[config.mk]
export PLATFORM = sky130hd
export DESIGN_NAME = motor_step_engine
export DESIGN_NICKNAME = d
export VERILOG_FILES = /design/src/rtl/motor_step_engine.sv
export SDC_FILE = /design/constraint.sdc
export NUM_CORES = 1
export LEC_CHECK = 0
export CAP_MARGIN = 10
export CORE_UTILIZATION = 50
export DETAILED_ROUTE_END_ITERATION = 8
export PLACE_DENSITY = 0.69
export SLEW_MARGIN = 20
export SYNTH_ARGS = -nofsm -noshare
export SYNTH_HDL_FRONTEND = slang
export SYNTH_SLANG_ARGS = --single-unit
[constraint.sdc]
create_clock -name CLK -period 6.45 [get_ports CLK]
set_clock_uncertainty 0.2 [all_clocks]
set_input_delay 1.29 -clock CLK [delete_from_list [all_inputs] [get_ports CLK]]
set_output_delay 1.29 -clock CLK [all_outputs]
set_load 0.02 [all_outputs]
[src/rtl/motor_step_engine.sv]
// Step/direction pulse generator for one stepper axis with a one-deep segment holding buffer.
// Optional signed position counter enabled by defining POSITION_TRACK_EN.
module motor_step_engine #(
  parameter int unsigned DIV_W  = 15,
  parameter int unsigned STEP_W = 14,
  parameter int unsigned POS_W  = 19
) (
  input  logic              CLK,
  input  logic              reset,
  input  logic              cmd_valid,
  output logic              cmd_ready,
  input  logic [DIV_W-1:0]  cmd_divider,
  input  logic [STEP_W-1:0] cmd_steps,
  input  logic              cmd_dir,
  input  logic              abort,
  output logic              dir,
  output logic              step,
  output logic              busy,
  output logic              done
`ifdef POSITION_TRACK_EN
  ,
  output logic [POS_W-1:0]  position
`endif
);

  typedef enum logic [1:0] {
    S_IDLE  = 2'd0,
    S_SETUP = 2'd1,
    S_HIGH  = 2'd2,
    S_LOW   = 2'd3
  } state_t;

  state_t            state_q, state_d;
  logic              full_q, full_d;
  logic [DIV_W-1:0]  buf_div_q, buf_div_d;
  logic [STEP_W-1:0] buf_steps_q, buf_steps_d;
  logic              buf_dir_q, buf_dir_d;
  logic [DIV_W-1:0]  div_q, div_d;
  logic [STEP_W-1:0] rem_q, rem_d;
  logic [DIV_W-1:0]  cnt_q, cnt_d;
  logic              dir_q, dir_d;
  logic              step_q, step_d;
  logic              done_q, done_d;
  logic              rise_c;
  logic              accept_c;
  logic [DIV_W-1:0]  half_c;

  assign half_c    = div_q >> 1;
  assign accept_c  = cmd_valid && !full_q && !abort;
  assign cmd_ready = !full_q;
  assign busy      = (state_q != S_IDLE) || full_q;
  assign dir       = dir_q;
  assign step      = step_q;
  assign done      = done_q;

  // Next-state logic: abort overrides both the engine and the handshake.
  always_comb begin
    state_d     = state_q;
    full_d      = full_q;
    buf_div_d   = buf_div_q;
    buf_steps_d = buf_steps_q;
    buf_dir_d   = buf_dir_q;
    div_d       = div_q;
    rem_d       = rem_q;
    cnt_d       = cnt_q;
    dir_d       = dir_q;
    step_d      = step_q;
    done_d      = 1'b0;
    rise_c      = 1'b0;

    if (abort) begin
      state_d = S_IDLE;
      step_d  = 1'b0;
      full_d  = 1'b0;
    end else begin
      unique case (state_q)
        S_IDLE: begin
          if (full_q) begin
            div_d  = (buf_div_q < DIV_W'(2)) ? DIV_W'(2) : buf_div_q;
            rem_d  = buf_steps_q;
            dir_d  = buf_dir_q;
            full_d = 1'b0;
            if (buf_steps_q == '0) begin
              done_d = 1'b1;
            end else begin
              state_d = S_SETUP;
            end
          end
        end
        S_SETUP: begin
          step_d  = 1'b1;
          cnt_d   = half_c - DIV_W'(1);
          state_d = S_HIGH;
          rise_c  = 1'b1;
        end
        S_HIGH: begin
          if (cnt_q == '0) begin
            step_d  = 1'b0;
            cnt_d   = div_q - half_c - DIV_W'(1);
            state_d = S_LOW;
          end else begin
            cnt_d = cnt_q - DIV_W'(1);
          end
        end
        S_LOW: begin
          if (cnt_q == '0) begin
            rem_d = rem_q - STEP_W'(1);
            if (rem_q == STEP_W'(1)) begin
              done_d = 1'b1;
              // Zero-step segments are left for IDLE so each gets its own done pulse.
              if (full_q && (buf_steps_q != '0)) begin
                div_d   = (buf_div_q < DIV_W'(2)) ? DIV_W'(2) : buf_div_q;
                rem_d   = buf_steps_q;
                dir_d   = buf_dir_q;
                full_d  = 1'b0;
                state_d = S_SETUP;
              end else begin
                state_d = S_IDLE;
              end
            end else begin
              step_d  = 1'b1;
              cnt_d   = half_c - DIV_W'(1);
              state_d = S_HIGH;
              rise_c  = 1'b1;
            end
          end else begin
            cnt_d = cnt_q - DIV_W'(1);
          end
        end
        default: state_d = S_IDLE;
      endcase

      if (accept_c) begin
        full_d      = 1'b1;
        buf_div_d   = cmd_divider;
        buf_steps_d = cmd_steps;
        buf_dir_d   = cmd_dir;
      end
    end
  end

  always_ff @(posedge CLK or posedge reset) begin
    if (reset) begin
      state_q     <= S_IDLE;
      full_q      <= 1'b0;
      buf_div_q   <= '0;
      buf_steps_q <= '0;
      buf_dir_q   <= 1'b0;
      div_q       <= DIV_W'(2);
      rem_q       <= '0;
      cnt_q       <= '0;
      dir_q       <= 1'b0;
      step_q      <= 1'b0;
      done_q      <= 1'b0;
    end else begin
      state_q     <= state_d;
      full_q      <= full_d;
      buf_div_q   <= buf_div_d;
      buf_steps_q <= buf_steps_d;
      buf_dir_q   <= buf_dir_d;
      div_q       <= div_d;
      rem_q       <= rem_d;
      cnt_q       <= cnt_d;
      dir_q       <= dir_d;
      step_q      <= step_d;
      done_q      <= done_d;
    end
  end

`ifdef POSITION_TRACK_EN
  logic [POS_W-1:0] pos_q, pos_d;

  // Position moves on every step rising edge, in the direction already on the pin.
  always_comb begin
    pos_d = pos_q;
    if (rise_c) begin
      pos_d = dir_q ? (pos_q + POS_W'(1)) : (pos_q - POS_W'(1));
    end
  end

  always_ff @(posedge CLK or posedge reset) begin
    if (reset) begin
      pos_q <= '0;
    end else begin
      pos_q <= pos_d;
    end
  end

  assign position = pos_q;
`else
  logic unused_pos_w;
  assign unused_pos_w = ^POS_W ^ rise_c;
`endif

endmodule

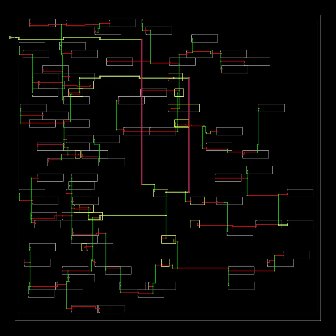
*The clock network*
Sink Count: 80
FF+latch count: 80
clock group total power: 0.378 mW
CLK BUF: 9
Num CTS Buffers: 9

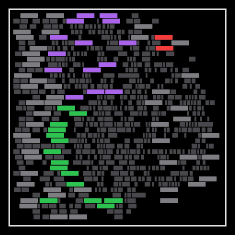
*Sequential cells grouped by signal name*
Scale: 2 px per µm.
[red] state_q | sequential cells: 2
[purple] rem_q | sequential cells: 14
[green] div_q | sequential cells: 15
not coloured: 49

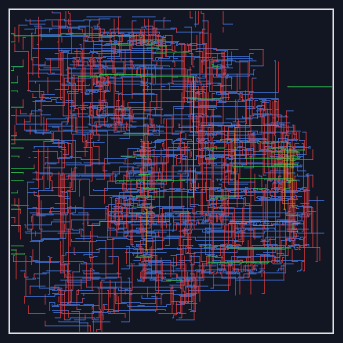
*Wiring by layer*
Scale: 3 px per µm.
[red] metal 2 | wire length: 5660 µm
[blue] metal 1 | wire length: 6240 µm
[green] metal 3 | wire length: 671 µm
[orange] metal 4 | wire length: 190 µm
final WL: 12.8 mm
Avg WL per Cell: 16.2 µm
GRT Overall Usage: 0.235

==> flow_summary.yaml <==
# physical design summary
pwr:
  combPwrFrac: 0.571
  pg_seq_mw: 0.932
  p_int_mw: 1.62
  top_power_group: "combinational cells"
  clock_power_share: 0.124
worst_setup_path:
  max_stage_delay_ps: 800
  rr_worst_depth: 5
  critPathBufInv: 0
  cp-start-kind: "flip-flop"
  crit_required_ps: 6490
  critPathCaptureType: "flip-flop"
  crit_fanout: 16
timing:
  relSlewSlack: 0.358
  min_period_ps: 3420
  setup_ws_ps: 3030
  setup_tns_ps: 0
  fmax_mhz: 292
  setup_viol: 0
synth:
  synth-edff-count: 0
  synth_dominant_cell_count: "dfrtp_1"
  synthArstFlopShare: 1.00
  ys_area_um2: 5570
  synthAoiAreaFrac: 0.184
  yosysSeqAreaShare: 0.360
  yosys_warnings: 0
routing:
  wl_met2_mm: 5.66
  dr.pass1.iters: 5
  drc: 0
finish:
  comb_area_um2: 3290
  n_antenna_cell: 0
  fin_nets: 716
  num-fill-cells: 970
grt:
  antenna_found_initial: 0
  overflow: 0
run_status:
  status: "finished clean"
floorplanning:
  core-area_um2: 10800
  ioPinCount: 39
cell type report:
class	instances	area share
clock buffers	9	0.0198
clock inverters	7	0.0112
inverters	45	0.0272
multi-input cells	462	0.525
flip-flops and latches	80	0.320
well taps	140	0.0280
repair buffers	44	0.0686
kinds of logic after synthesis:
| group | Yosys count |
|---|---|
| mux | 53 |
| buf+inv | 71 |
| xor+xnor | 23 |
| fa+ha+maj | 40 |
| flops | 80 |
| simple gates | 181 |
| compound gates | 165 |
layer usage:
layer	GRT usage	vias to the layer above
li1	-	2268
met1	0.341	2212
met2	0.358	157
met3	0.0381	17
met4	0.0695	0
met5	0	-
sequential cells by signal, summed over array words and instances, names as in the netlist:
signal       flops
buf_dir_q        1
buf_div_q       15
buf_steps_q     14
cnt_q           15
dir              1
div_q           15
done             1
full_q           1
rem_q           14
state_q          2
step             1
Power figures rest on the tool's default switching activity, not on a simulated workload.
